--- config.mk ---
export PLATFORM = sky130hd
export DESIGN_NAME = adc_serial_responder
export DESIGN_NICKNAME = d
export VERILOG_FILES = /design/src/rtl/adc_link_pkg.sv /design/src/rtl/adc_link_shifter.sv /design/src/rtl/adc_serial_responder.sv
export SDC_FILE = /design/constraint.sdc
export NUM_CORES = 1
export LEC_CHECK = 0
export ABC_CLOCK_PERIOD_IN_PS = 3780
export CORE_UTILIZATION = 37
export DETAILED_ROUTE_END_ITERATION = 10
export PLACE_DENSITY = 0.62
export SLEW_MARGIN = 20
export SYNTH_ARGS = -nofsm -noshare
export SYNTH_HDL_FRONTEND = slang
export SYNTH_SLANG_ARGS = --single-unit
--- constraint.sdc ---
create_clock -name clk_clk -period 3.78 [get_ports clk_clk]
set_clock_uncertainty 0.15 [all_clocks]
set_input_delay 0.756 -clock clk_clk [delete_from_list [all_inputs] [get_ports clk_clk]]
set_output_delay 0.756 -clock clk_clk [all_outputs]
set_load 0.02 [all_outputs]
--- src/rtl/adc_link_pkg.sv ---
// Shared constants and state types for the serial ADC link (frame length, address field, known
// control words).
package adc_link_pkg;

    localparam int unsigned FRAME_LEN   = 16;
    localparam int unsigned CNT_W       = 5;
    localparam int unsigned ADC_ADDR_HI = 10;

    localparam logic [CNT_W-1:0] CNT_FULL = 5'd16;
    localparam logic [CNT_W-1:0] CNT_LAST = 5'd15;

    localparam logic [FRAME_LEN-1:0] CTRL_CH0 = 16'h6480;
    localparam logic [FRAME_LEN-1:0] CTRL_CH1 = 16'h6680;
    localparam logic [FRAME_LEN-1:0] CTRL_CH2 = 16'h6080;
    localparam logic [FRAME_LEN-1:0] CTRL_CH3 = 16'h6280;

    typedef enum logic [1:0] {RxIdle, RxShift, RxWait} rx_state_e;
    typedef enum logic [1:0] {TxIdle, TxLoad, TxShift} tx_state_e;

endpackage

--- src/rtl/adc_link_shifter.sv ---
// Strobe-driven 16-bit shift register with bit counter; used both as the shift-in receive register
// and as the load/shift-out transmit register.
module adc_link_shifter
    import adc_link_pkg::*;
(
    input  logic                 clk_i,
    input  logic                 reset_i,
    input  logic                 clear_i,
    input  logic                 load_i,
    input  logic [FRAME_LEN-1:0] load_data_i,
    input  logic                 shift_i,
    input  logic                 sdata_i,
    output logic [FRAME_LEN-1:0] data_o,
    output logic [CNT_W-1:0]     cnt_o
);

    logic [FRAME_LEN-1:0] sr_q, sr_d;
    logic [CNT_W-1:0]     cnt_q, cnt_d;

    always_comb begin
        sr_d  = sr_q;
        cnt_d = cnt_q;
        if (clear_i) begin
            sr_d  = '0;
            cnt_d = '0;
        end else if (load_i) begin
            sr_d  = load_data_i;
            cnt_d = '0;
        end else if (shift_i) begin
            sr_d  = {sr_q[FRAME_LEN-2:0], sdata_i};
            cnt_d = cnt_q + 1'b1;
        end
    end

    always_ff @(posedge clk_i) begin
        if (reset_i) begin
            sr_q  <= '0;
            cnt_q <= '0;
        end else begin
            sr_q  <= sr_d;
            cnt_q <= cnt_d;
        end
    end

    assign data_o = sr_q;
    assign cnt_o  = cnt_q;

endmodule

--- src/rtl/adc_serial_responder.sv ---
// ADC end of the RFS/TFS/SCLK framed link: decodes the channel address from received control words
// and returns {sample, pad, address} conversion words.
module adc_serial_responder
    import adc_link_pkg::*;
#(
    parameter int unsigned SAMPLE_W   = 12,
    parameter int unsigned ADDR_HI    = ADC_ADDR_HI,
    parameter logic [1:0]  RESET_ADDR = 2'b00
) (
    input  logic                 clk_clk,
    input  logic                 reset,
    input  logic                 pe_sclk,
    input  logic                 ne_sclk,
    input  logic                 rfs,
    input  logic                 tfs,
    input  logic                 din,
    output logic                 dout,
    input  logic [SAMPLE_W-1:0]  sample0,
    input  logic [SAMPLE_W-1:0]  sample1,
    input  logic [SAMPLE_W-1:0]  sample2,
    input  logic [SAMPLE_W-1:0]  sample3,
    output logic [FRAME_LEN-1:0] ctrl_word,
    output logic                 ctrl_valid,
    output logic [1:0]           cur_addr,
    output logic                 tx_done,
    output logic [7:0]           short_frames
);

    localparam int unsigned PAD_W = FRAME_LEN - SAMPLE_W - 2;

    rx_state_e rx_state_q, rx_state_d;
    tx_state_e tx_state_q, tx_state_d;

    logic                 rfs_q, tfs_q;
    logic [FRAME_LEN-1:0] ctrl_word_q;
    logic                 ctrl_valid_q;
    logic [1:0]           cur_addr_q;
    logic                 tx_done_q;
    logic [7:0]           short_q, short_d;
    logic [8:0]           short_sum;

    logic                 rx_shift, rx_done, rx_abort;
    logic                 tx_load, tx_shift, tx_done_d, tx_abort, tx_clear;
    logic [FRAME_LEN-1:0] rx_sr, tx_sr, tx_word;
    logic [CNT_W-1:0]     rx_cnt, tx_cnt;
    logic [SAMPLE_W-1:0]  sample_sel;
    logic                 unused_tx_bits;

    // Receive path; frame-sync levels are taken from the registered copy.
    always_comb begin
        rx_state_d = rx_state_q;
        rx_shift   = 1'b0;
        rx_done    = 1'b0;
        rx_abort   = 1'b0;
        case (rx_state_q)
            RxIdle: if (!tfs_q) rx_state_d = RxShift;
            RxShift: begin
                if (rx_cnt == CNT_FULL) begin
                    rx_done    = 1'b1;
                    rx_state_d = RxWait;
                end else if (tfs_q) begin
                    rx_abort   = (rx_cnt != '0);
                    rx_state_d = RxIdle;
                end else if (pe_sclk) begin
                    rx_shift = 1'b1;
                end
            end
            RxWait: if (tfs_q) rx_state_d = RxIdle;
            default: rx_state_d = RxIdle;
        endcase
    end

    // Transmit path; a drop of rfs while bit 0 is on the line still counts as a completed frame.
    always_comb begin
        tx_state_d = tx_state_q;
        tx_load    = 1'b0;
        tx_shift   = 1'b0;
        tx_done_d  = 1'b0;
        tx_abort   = 1'b0;
        case (tx_state_q)
            TxIdle: if (rfs && !rfs_q) tx_state_d = TxLoad;
            TxLoad: begin
                if (!rfs) begin
                    tx_abort   = 1'b1;
                    tx_state_d = TxIdle;
                end else begin
                    tx_load    = 1'b1;
                    tx_state_d = TxShift;
                end
            end
            TxShift: begin
                if (tx_cnt == CNT_LAST && (ne_sclk || !rfs)) begin
                    tx_done_d  = 1'b1;
                    tx_state_d = TxIdle;
                end else if (!rfs) begin
                    tx_abort   = 1'b1;
                    tx_state_d = TxIdle;
                end else if (ne_sclk) begin
                    tx_shift = 1'b1;
                end
            end
            default: tx_state_d = TxIdle;
        endcase
    end

    always_comb begin
        unique case (cur_addr_q)
            2'd0: sample_sel = sample0;
            2'd1: sample_sel = sample1;
            2'd2: sample_sel = sample2;
            2'd3: sample_sel = sample3;
            default: sample_sel = '0;
        endcase
    end

    assign tx_word  = {sample_sel, {PAD_W{1'b0}}, cur_addr_q};
    assign tx_clear = (tx_state_q == TxIdle);

    assign short_sum = {1'b0, short_q} + 9'(rx_abort) + 9'(tx_abort);
    assign short_d   = short_sum[8] ? 8'hFF : short_sum[7:0];

    adc_link_shifter u_rx_shifter (
        .clk_i       (clk_clk),
        .reset_i     (reset),
        .clear_i     (rx_state_q != RxShift),
        .load_i      (1'b0),
        .load_data_i ('0),
        .shift_i     (rx_shift),
        .sdata_i     (din),
        .data_o      (rx_sr),
        .cnt_o       (rx_cnt)
    );

    adc_link_shifter u_tx_shifter (
        .clk_i       (clk_clk),
        .reset_i     (reset),
        .clear_i     (tx_clear),
        .load_i      (tx_load),
        .load_data_i (tx_word),
        .shift_i     (tx_shift),
        .sdata_i     (1'b0),
        .data_o      (tx_sr),
        .cnt_o       (tx_cnt)
    );

    always_ff @(posedge clk_clk) begin
        if (reset) begin
            rx_state_q   <= RxIdle;
            tx_state_q   <= TxIdle;
            rfs_q        <= 1'b0;
            tfs_q        <= 1'b1;
            ctrl_word_q  <= '0;
            ctrl_valid_q <= 1'b0;
            cur_addr_q   <= RESET_ADDR;
            tx_done_q    <= 1'b0;
            short_q      <= '0;
        end else begin
            rx_state_q   <= rx_state_d;
            tx_state_q   <= tx_state_d;
            rfs_q        <= rfs;
            tfs_q        <= tfs;
            ctrl_valid_q <= rx_done;
            tx_done_q    <= tx_done_d;
            short_q      <= short_d;
            if (rx_done) begin
                ctrl_word_q <= rx_sr;
                cur_addr_q  <= rx_sr[ADDR_HI:ADDR_HI-1];
            end
        end
    end

    assign unused_tx_bits = ^tx_sr[FRAME_LEN-2:0];

    assign dout         = (tx_state_q == TxShift) && tx_sr[FRAME_LEN-1];
    assign ctrl_word    = ctrl_word_q;
    assign ctrl_valid   = ctrl_valid_q;
    assign cur_addr     = cur_addr_q;
    assign tx_done      = tx_done_q;
    assign short_frames = short_q;

endmodule
**Met1 routing**

Scale: 4 px per um. Supply wires on this layer in grey.
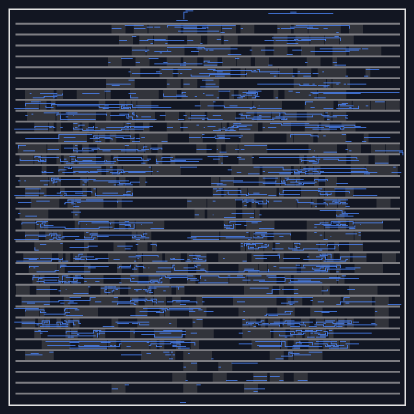
nets with wire on the layer = 460
longest straight run = 34.5 um
main direction = horizontal
share of all routed wire = 44%
wire length on this layer = 3260 um

**The metal 2 layer**

Scale: 4 px per um.
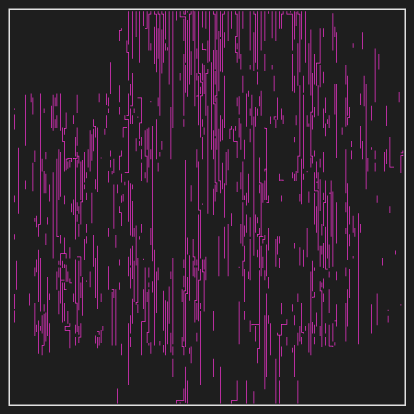
wire length on this layer = 3850 um
main direction = vertical
longest straight run = 34.7 um

**Met3 routing**

Scale: 6 px per um.
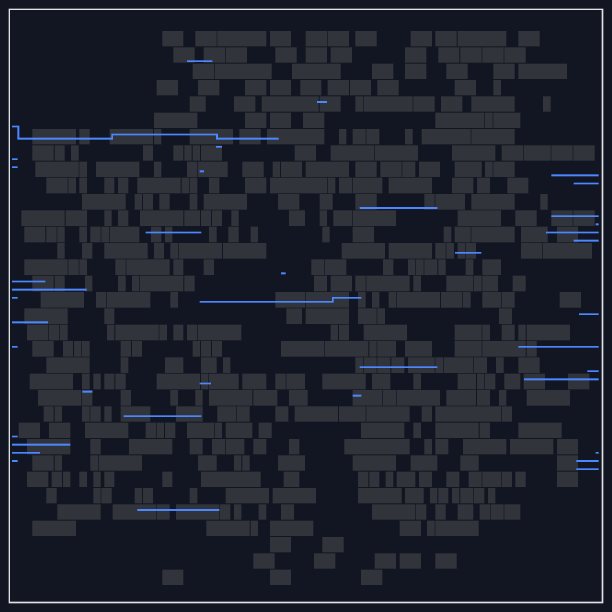
share of all routed wire = 3.5%
main direction = horizontal

==> Slide: Implementation Results <==
Key Metrics from the Run

Drt
  – Detail Route met3 WL: 259 um
  – M1 WL: 3260 um
  – DR vias/cell: 5.10
  – Met2 routed WL: 3850 um
  – Antenna-violating nets left: 0
  – DRT iter0 DRCs: 47
  – Vias: 2835

Floorplan
  – Floorplan Utilization: 0.389
  – Die area: 9730 um2
  – Cell Rows: 34
  – Die Y-Extent: 98.6 um

Setup path
  – Worst setup SP type: flop
  – R2R depth: 13
  – WP data required: 3.89 ns
  – CP Class: flop to flop
  – Cell chain of the critical path: ha_1, and3_1, ha_1, inv_1, a21oi_1, or3b_2, fa_1, inv_1, ha_1, and3_1, and2_2, nand4_1, a21oi_1
  – CP endpoint kind: flop
  – Crit-path max cell delay: 0.46 ns
  – WP buf/inv: 2

Yosys
  – Prevailing post-synth register cell: dfxtp_1
  – Synth flops: 74
  – Yosys stat area: 3450 um2
  – Synth Warn #: 0
  – Yosys aoi share: 0.116
  – Avg Inst Size Synth: 9.41 um2
  – Count of library flops with an enable pin: 0
  – Seq/Total Area, Yosys: 0.429
  – Ys cells: 367
  – Yosys top cell by area: dfxtp_1

Finish
  – Area delta synth->final: 30.3%

GRT
  – Total GRT Usage: 0.162
  – Global-route met3 utilization: 0.0426
  – GRT met1 Usage: 0.190
  – Vias in the first global route: 2806

Power and ir drop
  – NetSw: 338 uW
  – Comb power frac: 0.072
  – Sw Share: 0.216
  – Clock share of power: 0.425
  – Leakage: 1.46 nW
  – Internal: 1.23 mW

Placed design
  – Pre-CTS setup slack: 0.394 ns
  – Port buffer count: 83
  – Final HPWL DP: 5360 um

Timing
  – Unrepaired setup endpoints after global routing: false
  – Slew HR: 0.499
  – Hold WS: 0.308 ns
  – Worst slew pin tran: 0.750 ns

CTS
  – Clock Latency Late Sink: 0.35 ns
  – Hold-fix buffers at CTS: 0
  – Post-CTS sizing: 0

Status
  – Outcome: completed
==> power groups by stage <==
stage | clock (mW) | sequential, mW | combinational (mW)
final | 0.663 | 0.786 | 0.113
after global routing | 0.713 | 0.787 | 0.123
after CTS | 0.684 | 0.786 | 0.114
after detailed placement | 0 | 0.805 | 0.114
after global placement | 0 | 0.805 | 0.112
after floorplan | 0 | 0.804 | 0.0495
==> how the worst min path moves through the flow <==
stage | start | to | cells after the start | slack [ns]
final | ctrl_word[15]$_SDFFE_PP0P_ | ctrl_word[15]$_SDFFE_PP0P_ | 2 | 0.31
after global routing | ctrl_word[14]$_SDFFE_PP0P_ | ctrl_word[14]$_SDFFE_PP0P_ | 2 | 0.33
after CTS | u_tx_shifter.data_o[1]$_SDFFE_PP0P_ | u_tx_shifter.data_o[2]$_SDFFE_PP0P_ | 2 | 0.31
after detailed placement | ctrl_word[14]$_SDFFE_PP0P_ | ctrl_word[14]$_SDFFE_PP0P_ | 2 | 0.30
after global placement | u_tx_shifter.data_o[2]$_SDFFE_PP0P_ | u_tx_shifter.data_o[3]$_SDFFE_PP0P_ | 2 | 0.30
after floorplan | u_tx_shifter.data_o[1]$_SDFFE_PP0P_ | u_tx_shifter.data_o[2]$_SDFFE_PP0P_ | 2 | 0.28
==> state kept, by name, summed over array words and instances (netlist names), 2 cells and up <==
register	cells
short_frames	8
ctrl_word	16
tx_state_q	2
u_rx_shifter.cnt_o	5
u_tx_shifter.cnt_o	5
u_tx_shifter.data_o	16
rx_state_q	2
u_rx_shifter.data_o	16
==> area by class of cell <==
cell class / instances / area (um2)
sequential: 74 / 1480
clock inverter: 7 / 93.8
fill: 843 / 4390
multi-input combinational: 248 / 1720
tap: 108 / 135
clock buffer: 9 / 124
inverter: 23 / 86.3
timing repair buffer: 87 / 861
No activity file was given, so power comes from the tool's default toggle rates.
